### src/rtl/beat_classify_ctrl.sv
// Purpose : sequences CLEAR/RUN windows over BEATS beats and picks the run's majority spike class.
// Latency : CLR_CYCLES + up to WINDOW + 1 cycles per beat; result registered one cycle after the last beat closes.
// Backpressure: res_valid/class_out hold in DONE until res_ready; start is ignored (not queued) while busy.
//
// Ports:
//   clk, resetn          clock; synchronous reset, active HIGH despite the name
//   start                run request, only looked at in IDLE
//   spike_valid/class_in arbitrator spike flag and class code, only looked at in RUN
//   net_clear            held high while the network/arbitrator are being cleared before each beat
//   busy                 high whenever not IDLE
//   beat_done/beat_class one-cycle pulse and recorded class when a beat window closes
//   timeout              one-cycle pulse when a beat window closes without any spike
//   res_valid/res_ready  result handshake; class_out is the majority class of the run
module beat_classify_ctrl #(
    parameter int unsigned WINDOW     = 1500000,
    parameter int unsigned CLR_CYCLES = 4,
    parameter int unsigned BEATS      = 4
) (
    input  logic       clk,
    input  logic       resetn,
    input  logic       start,
    input  logic       spike_valid,
    input  logic [1:0] class_in,
    output logic       net_clear,
    output logic       busy,
    output logic       beat_done,
    output logic [1:0] beat_class,
    output logic       timeout,
    output logic       res_valid,
    input  logic       res_ready,
    output logic [1:0] class_out
);

    localparam int WIN_W = (WINDOW > 1) ? $clog2(WINDOW) : 1;
    localparam int CLR_W = (CLR_CYCLES > 1) ? $clog2(CLR_CYCLES) : 1;
    localparam int BC_W  = (BEATS > 1) ? $clog2(BEATS) : 1;
    // Wide enough to count every beat into one class without wrapping.
    localparam int TAL_W = $clog2(BEATS + 1);

    localparam logic [WIN_W-1:0] WIN_LOAD  = WIN_W'(WINDOW - 1);
    localparam logic [CLR_W-1:0] CLR_LOAD  = CLR_W'(CLR_CYCLES - 1);
    localparam logic [BC_W-1:0]  BEAT_LAST = BC_W'(BEATS - 1);

    typedef enum logic [2:0] {
        S_IDLE,
        S_CLEAR,
        S_RUN,
        S_NEXT,
        S_DONE
    } state_t;

    state_t             state, state_nxt;
    logic [WIN_W-1:0]   win_cnt, win_cnt_nxt;
    logic [CLR_W-1:0]   clr_cnt, clr_cnt_nxt;
    logic [BC_W-1:0]    beat_cnt, beat_cnt_nxt;
    logic [TAL_W-1:0]   tally     [4];
    logic [TAL_W-1:0]   tally_nxt [4];

    logic               net_clear_nxt;
    logic               busy_nxt;
    logic               beat_done_nxt;
    logic [1:0]         beat_class_nxt;
    logic               timeout_nxt;
    logic               res_valid_nxt;
    logic [1:0]         class_out_nxt;

    logic               win_close;
    logic [1:0]         best;
    logic [1:0]         majority;

    // A spike on the final window cycle still counts as a spike.
    assign win_close = spike_valid || (win_cnt == '0);

    // State and registered outputs.
    always_ff @(posedge clk) begin
        if (resetn) begin
            state      <= S_IDLE;
            win_cnt    <= '0;
            clr_cnt    <= '0;
            beat_cnt   <= '0;
            for (int i = 0; i < 4; i++) begin
                tally[i] <= '0;
            end
            net_clear  <= 1'b0;
            busy       <= 1'b0;
            beat_done  <= 1'b0;
            beat_class <= 2'd0;
            timeout    <= 1'b0;
            res_valid  <= 1'b0;
            class_out  <= 2'd0;
        end else begin
            state      <= state_nxt;
            win_cnt    <= win_cnt_nxt;
            clr_cnt    <= clr_cnt_nxt;
            beat_cnt   <= beat_cnt_nxt;
            for (int i = 0; i < 4; i++) begin
                tally[i] <= tally_nxt[i];
            end
            net_clear  <= net_clear_nxt;
            busy       <= busy_nxt;
            beat_done  <= beat_done_nxt;
            beat_class <= beat_class_nxt;
            timeout    <= timeout_nxt;
            res_valid  <= res_valid_nxt;
            class_out  <= class_out_nxt;
        end
    end

    // Next-state logic.
    always_comb begin
        state_nxt = state;
        unique case (state)
            S_IDLE:  if (start) state_nxt = S_CLEAR;
            S_CLEAR: if (clr_cnt == '0) state_nxt = S_RUN;
            S_RUN:   if (win_close) state_nxt = S_NEXT;
            S_NEXT:  state_nxt = (beat_cnt == BEAT_LAST) ? S_DONE : S_CLEAR;
            S_DONE:  if (res_ready) state_nxt = S_IDLE;
            default: state_nxt = S_IDLE;
        endcase
    end

    // Majority vote: best of classes 1..3 with ties to the lowest index;
    // class 0 only wins by strictly beating that.
    always_comb begin
        best = 2'd1;
        for (int c = 2; c < 4; c++) begin
            if (tally[c] > tally[best]) best = 2'(c);
        end
        majority = (tally[0] > tally[best]) ? 2'd0 : best;
    end

    // Counters, tallies and next values of the registered outputs.
    always_comb begin
        win_cnt_nxt    = win_cnt;
        clr_cnt_nxt    = clr_cnt;
        beat_cnt_nxt   = beat_cnt;
        tally_nxt      = tally;
        beat_done_nxt  = 1'b0;
        beat_class_nxt = beat_class;
        timeout_nxt    = 1'b0;
        class_out_nxt  = class_out;

        unique case (state)
            S_IDLE: begin
                if (start) begin
                    beat_cnt_nxt = '0;
                    clr_cnt_nxt  = CLR_LOAD;
                    for (int i = 0; i < 4; i++) begin
                        tally_nxt[i] = '0;
                    end
                end
            end
            S_CLEAR: begin
                if (clr_cnt == '0) begin
                    win_cnt_nxt = WIN_LOAD;
                end else begin
                    clr_cnt_nxt = clr_cnt - CLR_W'(1);
                end
            end
            S_RUN: begin
                if (spike_valid) begin
                    tally_nxt[class_in] = tally[class_in] + TAL_W'(1);
                    beat_class_nxt      = class_in;
                    beat_done_nxt       = 1'b1;
                end else if (win_cnt == '0) begin
                    tally_nxt[0]   = tally[0] + TAL_W'(1);
                    beat_class_nxt = 2'd0;
                    beat_done_nxt  = 1'b1;
                    timeout_nxt    = 1'b1;
                end else begin
                    win_cnt_nxt = win_cnt - WIN_W'(1);
                end
            end
            S_NEXT: begin
                if (beat_cnt == BEAT_LAST) begin
                    class_out_nxt = majority;
                end else begin
                    beat_cnt_nxt = beat_cnt + BC_W'(1);
                    clr_cnt_nxt  = CLR_LOAD;
                end
            end
            S_DONE: begin
                if (res_ready) class_out_nxt = 2'd0;
            end
            default: ;
        endcase

        // Level outputs follow the state being entered, so they are registered
        // yet aligned with the state they describe.
        net_clear_nxt = (state_nxt == S_CLEAR);
        busy_nxt      = (state_nxt != S_IDLE);
        res_valid_nxt = (state_nxt == S_DONE);
    end

endmodule

### config.mk
export PLATFORM = sky130hd
export DESIGN_NAME = beat_classify_ctrl
export DESIGN_NICKNAME = d
export VERILOG_FILES = /design/src/rtl/beat_classify_ctrl.sv
export SDC_FILE = /design/constraint.sdc
export NUM_CORES = 1
export LEC_CHECK = 0
export CAP_MARGIN = 10
export CORE_MARGIN = 8
export CORE_UTILIZATION = 32
export DETAILED_ROUTE_END_ITERATION = 8
export RECOVER_POWER = 50
export SYNTH_ARGS = -nofsm -noshare
export SYNTH_HDL_FRONTEND = slang
export SYNTH_SLANG_ARGS = --single-unit
export TNS_END_PERCENT = 30
### constraint.sdc
create_clock -name clk -period 3.8 [get_ports clk]
set_input_delay 0.76 -clock clk [delete_from_list [all_inputs] [get_ports clk]]
set_output_delay 0.76 -clock clk [all_outputs]
set_load 0.01 [all_outputs]
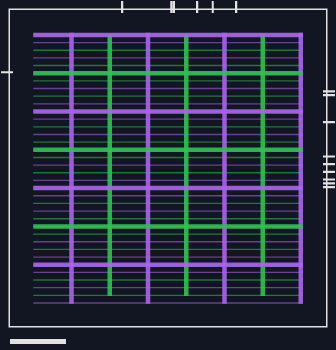
run_1/floorplan.png
Bar = 20 µm. Pins as bars on the die edge.
| net | color |
|---|---|
| VDD | green |
| VSS | purple |
signal pins: 16
rows: 35

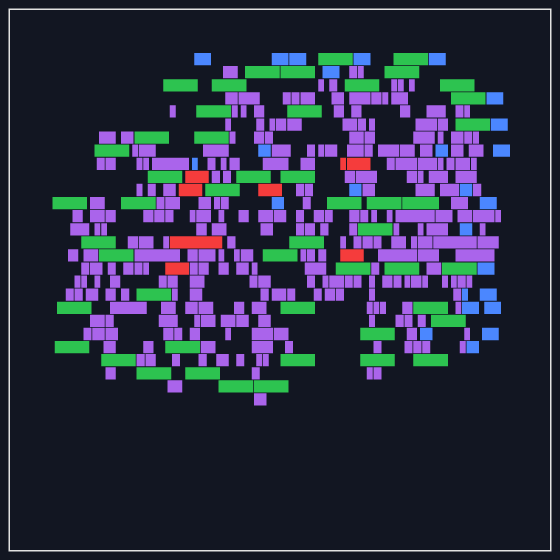
run_1/class_map.png
| class | color | cells |
|---|---|---|
| remaining buffers and delay cells | blue | 25 |
| registers | green | 49 |
| remaining logic cells | purple | 282 |
| clock drivers and dummy loads | red | 8 |

==> notes.md, run 1 <==
impl run done, here's what came out: Slew Viols, Final 0, Buffers excl. clock 25, Die Y 112 µm, Clock Pin Slew Worst Setup and Hold Paths 90 ps, top cells by count 49 x dfxtp_1, 32 x nor2_1, 24 x a21oi_1, 20 x nand2_1, 18 x nor3_1, Adder Share, Synth 0.0634, peak supply drop 0.231 mV, cell type with the largest total area dfxtp_1, Setup WS pre-CTS 42.4 ps, drt drc 0, n_diodes 0, fin nets 385, Avg Cell Area, Syn 8.46 µm², Iter 0 DRT Violations 131, num tapcells 111, Ports 16, area fraction in compound gates 0.221, GRT Resource Usage Total 0.118, top cells by area dfxtp_1 33%, ha_1 6.3%, a21oi_1 4.1%, nor2_1 4.1%, nor3_1 3.0%, CTS tree yes, worst slew pin tran 948 ps, total negative slack 0 ps, cell with the most instances after synthesis dfxtp_1, most used logic cell in the final layout dfxtp_1, Worst Path Class, Setup register to register, Inverters excl. clock 16, clk_buf instances 7, ys flops 49, crit-path max cell delay 430 ps, Simple Share, Synth 0.270, Vias per Instance 5.69, global route hottest layer met2, Final period util 0.956, Synth Instances 350, TritonCTS Buffers 5, largest net degree at the start of global routing 43, max_slew headroom 0.359, Finished Core Util 0.370, Seq share, synth 0.331, XOR-XNOR Cells, Area Fraction 0.0118, final wirelength 7440 µm, Top cells excl fill/tap 48 x dfxtp_1, 32 x nor2_1, 24 x a21oi_1, Vias 2702, global route overflow 0, first-pass GRT wire length 12500 µm, M1 GR Usage 0.146, Max Clock Skew 5.68 ps, Top cell area share 0.331, slack of the worst reg-to-reg path 170 ps, M1 WL 3470 µm, clock sink count 49, Min Hold Slack 452 ps, Post CTS Setup Buffer Count 0, delay-heaviest family, CP AND-OR/OR-AND gates, NonClk Buf Share 0.0646, Syn. warnings 0, Comb area 0.00185 mm², Placement Cell Area 0.00323 mm², worst setup margin 167 ps, largest cell class by area multi-input combinational cells, post-route ant nets 0, Setup crit end kind register, I/O Buffers 15, Yosys chip area 0.00296 mm², OpenROAD warnings 27, CORE AREA 0.00911 mm², Dominant comb cell simple AND/OR/NAND/NOR gates, P_leak 1.19 nW, max-cap violations 0, post-DR wirelength/cell 15.7 µm, MI comb cells 266, dominant synthesized flop cell dfxtp_1, post-route cell area 0.00337 mm², crit-path max FO 4, buffers and inverters on the worst path 0, H-tree Lvls 2, DR WL met3 309 µm, Pwr Density 489 mW/mm², Fin. Hold Viols 0, max reg flops 21, crit-path cells ha_4 -> nor2b_2 -> o21ai_1 -> a32o_2 -> mux2_2 -> ha_1 -> nor2b_1 -> o21ai_0 -> a32oi_1 -> mux2_2 -> ha_1 -> nor2b_1 -> o21a_1 -> o21ai_2 -> o211ai_1 -> a21oi_1, row cnt 35, CTS Root Cell clkbuf_8, die area 0.0126 mm², Post-synth ARST share 0, Slowest cell on crit path dfxtp_1, status finished, final reports clean, count of final setup violators 0, Reg area 982 µm², Final min period 3630 ps, met2 WL 3580 µm, Max Freq 0.275 GHz, hpwl dp 5380 µm, Layout area overhead 13.7%, DP Cell Count 465, EDFF count, synth 0, Final Non-Filler Cells 475, met2 Use GR 0.198, Cell Type Count 67, fillers 949, Layout clock area frac 0.0345
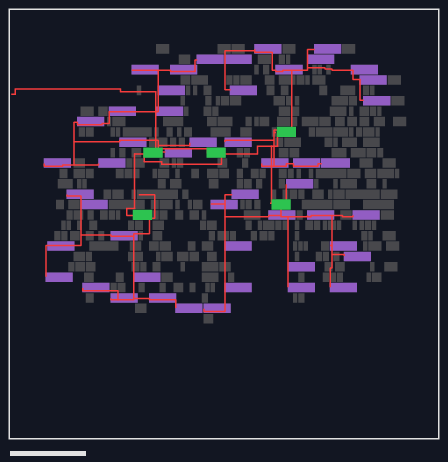
run_1/clock_wires.png
Bar = 20 µm.
[clock wires] red | length: 654 µm
[clock-net drivers] green | count: 5
[flip-flops] purple | count: 49
routed clock nets: 6

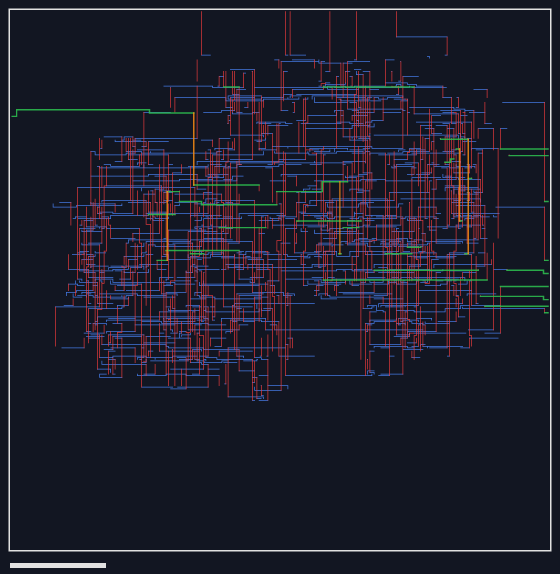
run_1/layers.png
Bar = 20 µm.
| layer | color | wire length |
|---|---|---|
| M3 | green | 309 µm |
| M4 | orange | 83.0 µm |
| M1 | blue | 3470 µm |
| M2 | red | 3580 µm |

-- run 1: power breakdown --
part           switching (mW)  total (mW)  internal (mW)  leakage (nW)
clock network           0.177       0.392          0.215        0.0585
registers              0.0762       0.645          0.569         0.399
logic                   0.383       0.609          0.226         0.733
total                   0.637        1.65           1.01          1.19
-- run 1: path summary, 6_finish.rpt --
check	cells past startpoint	endpoint	startpoint
setup / recovery	16	class_out[1]$_SDFFE_PP0P_	tally[4]$_SDFFE_PP0P_
hold / removal	2	class_out[1]$_SDFFE_PP0P_	class_out[1]$_SDFFE_PP0P_
setup reg to reg	16	class_out[1]$_SDFFE_PP0P_	tally[4]$_SDFFE_PP0P_
hold reg to reg	2	class_out[1]$_SDFFE_PP0P_	class_out[1]$_SDFFE_PP0P_
==> run 2, diff against run 1 <==
Settings changed: CORE_MARGIN 8 to 2, SLEW_MARGIN set to 15, TNS_END_PERCENT 30 to 20.
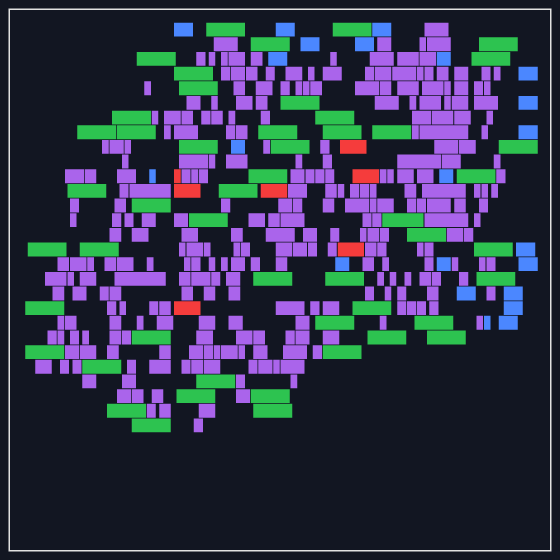
run_2/class_map.png
| class | color | cells |
|---|---|---|
| registers | green | 49 |
| remaining buffers and delay cells | blue | 22 |
| remaining logic cells | purple | 282 |
| clock drivers and dummy loads | red | 7 |

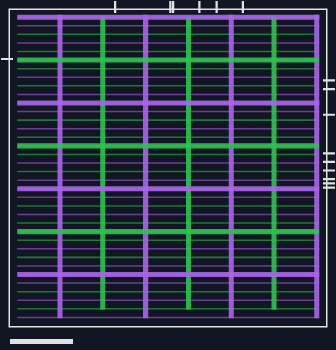
run_2/floorplan.png
Bar = 20 µm. Pins as bars on the die edge.
| net | color |
|---|---|
| VDD | green |
| VSS | purple |
met4 straps: 7
signal pins: 16
met1 rails: 36
rows: 35
met5 straps: 7

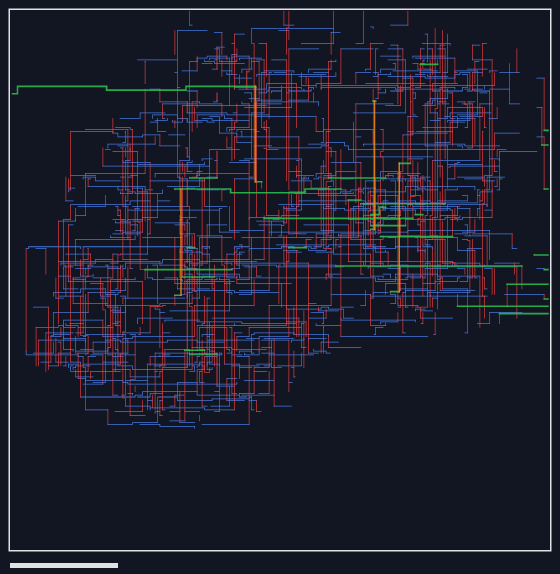
run_2/layers.png
Bar = 20 µm.
Vias: 2697
GRT Resource Usage Total: 0.148

==> run 2 against run 1 <==
  * The run now ends with capacitance limit, slew limit left
  * Die size is 20% lower
  * Flip-flop count stayed put
  * Global-route usage is 3.0 points higher
  * Non-clock buffer count is 3 lower
  * Synthesized cell count stayed put
  * Via count is 0.19% lower
  * Sequential power hardly changed
  * Critical path type unchanged
  * Largest power group unchanged
==> notes.md, run 2 <==
impl run done, here's what came out: final wirelength 7090 µm, worst setup margin 221 ps, min-delay worst type register to register, drt pass-1 iters 4, RSZ-0062 raised after global routing no, critical path capture point class_out[0]$_SDFFE_PP0P_, slack of the worst reg-to-reg path 220 ps, Clock Pin Slew Worst Setup and Hold Paths 90 ps, Worst Path Class, Setup register to register, count of final setup violators 0, failing checks capacitance limit, slew limit, Final min period 3580 ps, largest net degree at the start of global routing 43, Inverters excl. clock 16, Reg-to-Reg End class_out[0]$_SDFFE_PP0P_, P_leak 1.16 nW, n_diodes 0, global route hottest layer met2, DP Cell Count 463, cell type with the largest total area dfxtp_1, M1 GR Usage 0.199, Fin. Hold Viols 0, clock sink count 49, Worst Setup SP tally[4]$_SDFFE_PP0P_, I/O Buffers 15, top cells by count 49 x dfxtp_1, 32 x nor2_1, 24 x a21oi_1, 20 x nand2_1, 18 x nor3_1, startpoint types register, Ports 16, Finished Core Util 0.363, fillers 951, fin nets 382, Power Total 1.55 mW, num tapcells 111, max reg flops 21, cell with the most instances after synthesis dfxtp_1, largest registers win_cnt (21), tally (12), state (3), global route overflow 0, Crit path arrival time 3790 ps, Top cell area share 0.331, Max Clock Skew 12.2 ps, vias in the first global route 2598, Top cells excl fill/tap 48 x dfxtp_1, 32 x nor2_1, 24 x a21oi_1, CORE AREA 0.00911 mm², total negative slack 0 ps, CTS Root Cell clkbuf_8, Comb area 0.00185 mm², Cell Type Count 67, Layout clock area frac 0.0261, crit-path max cell delay 420 ps, drt drc 0, EDFF count, synth 0, r2r worst-path depth 16, Slew Viols, Final 43, Reg area 982 µm², hold path startpoint class_out[1]$_SDFFE_PP0P_, post-route ant nets 0, Syn. warnings 0, Placement Cell Area 0.00321 mm², worst slew pin tran 1970 ps, peak supply drop 0.231 mV, Iter 0 DRT Violations 119, Seq share, synth 0.331, Vias per Instance 5.73, largest cell class by area multi-input combinational cells, Buffers excl. clock 22, hold path depth 2, Post-synth ARST share 0, dominant synthesized flop cell dfxtp_1, crit-path max FO 4, met3 Usage GRT 0.0237, H-tree Lvls 2, Max Freq 0.279 GHz, number of cells in Yosys stat 350, RePlAce Congestion 0.840, post-route cell area 0.00331 mm², Min Hold Slack 458 ps, flop share of the area 0.297, Final period util 0.942, Synth Instances 350, Setup crit end kind register, max_slew headroom -0.315, r2r startpoint tally[4]$_SDFFE_PP0P_, M1 WL 3430 µm, top cells by area dfxtp_1 33%, ha_1 6.3%, a21oi_1 4.1%, nor2_1 4.1%, nor3_1 3.0%, worst skew pair latency 300 ps, clk_buf instances 7, max-cap violations 1, Final Non-Filler Cells 471, Die Y 100 µm, DR WL met3 286 µm, met2 Use GR 0.250, Setup WS pre-CTS 23.6 ps, most used logic cell in the final layout dfxtp_1, NonClk Buf Share 0.0590, buffers and inverters on the worst path 0, crit path DRT 4010 ps, synthesized cell area 0.00296 mm², Flops 49, post-DR wirelength/cell 15.1 µm, Yosys chip area 0.00296 mm², OpenROAD warnings 27, TritonCTS Buffers 5, row cnt 35, combinational share of cell area 0.558, chip width 100 µm, Hold Crit Endpoint class_out[1]$_SDFFE_PP0P_, hpwl dp 5140 µm, ys flops 49, delay-heaviest family, CP AND-OR/OR-AND gates, Layout area overhead 11.8%, die area 0.0100 mm², status complete, but fails checks, WP depth 16, clk buf depth 2, Avg Cell Area, Syn 8.46 µm², initial antenna violation count 0, MI comb cells 266, Pwr Density 469 mW/mm², first-pass GRT wire length 12300 µm, layout cells sized above 1 0.100, met2 WL 3290 µm, Slowest cell on crit path dfxtp_1, CTS tree yes, crit-path cells ha_4 -> nor2b_2 -> o21ai_2 -> a32o_2 -> mux2_2 -> ha_1 -> nor2b_1 -> o21ai_0 -> a32oi_1 -> mux2_2 -> ha_1 -> nor2b_1 -> o21a_1 -> o21ai_2 -> o211ai_1 -> a21oi_1
-- run 2: repair_timing --
action	in CTS	in global routing
endpoints found under the setup margin	0	2
gates resized	0	8
hold buffers	0	0
setup buffers	0	1
-- run 2: kinds of logic after synthesis --
| group | count (synthesis) | synth area share |
|---|---|---|
| mux | 12 | 0.0553 |
| xor+xnor | 4 | 0.0118 |
| flops | 49 | 0.331 |
| buf+inv | 35 | 0.0477 |
| compound gates | 96 | 0.221 |
| simple gates | 139 | 0.270 |
| fa+ha+maj | 15 | 0.0634 |
-- run 2: power by group --
group	leakage (nW)	switching (mW)	total (mW)	internal [mW]
combinational	0.717	0.375	0.595	0.220
sequential	0.399	0.0763	0.645	0.569
clock	0.0443	0.168	0.313	0.145
No activity file was given, so power comes from the tool's default toggle rates.
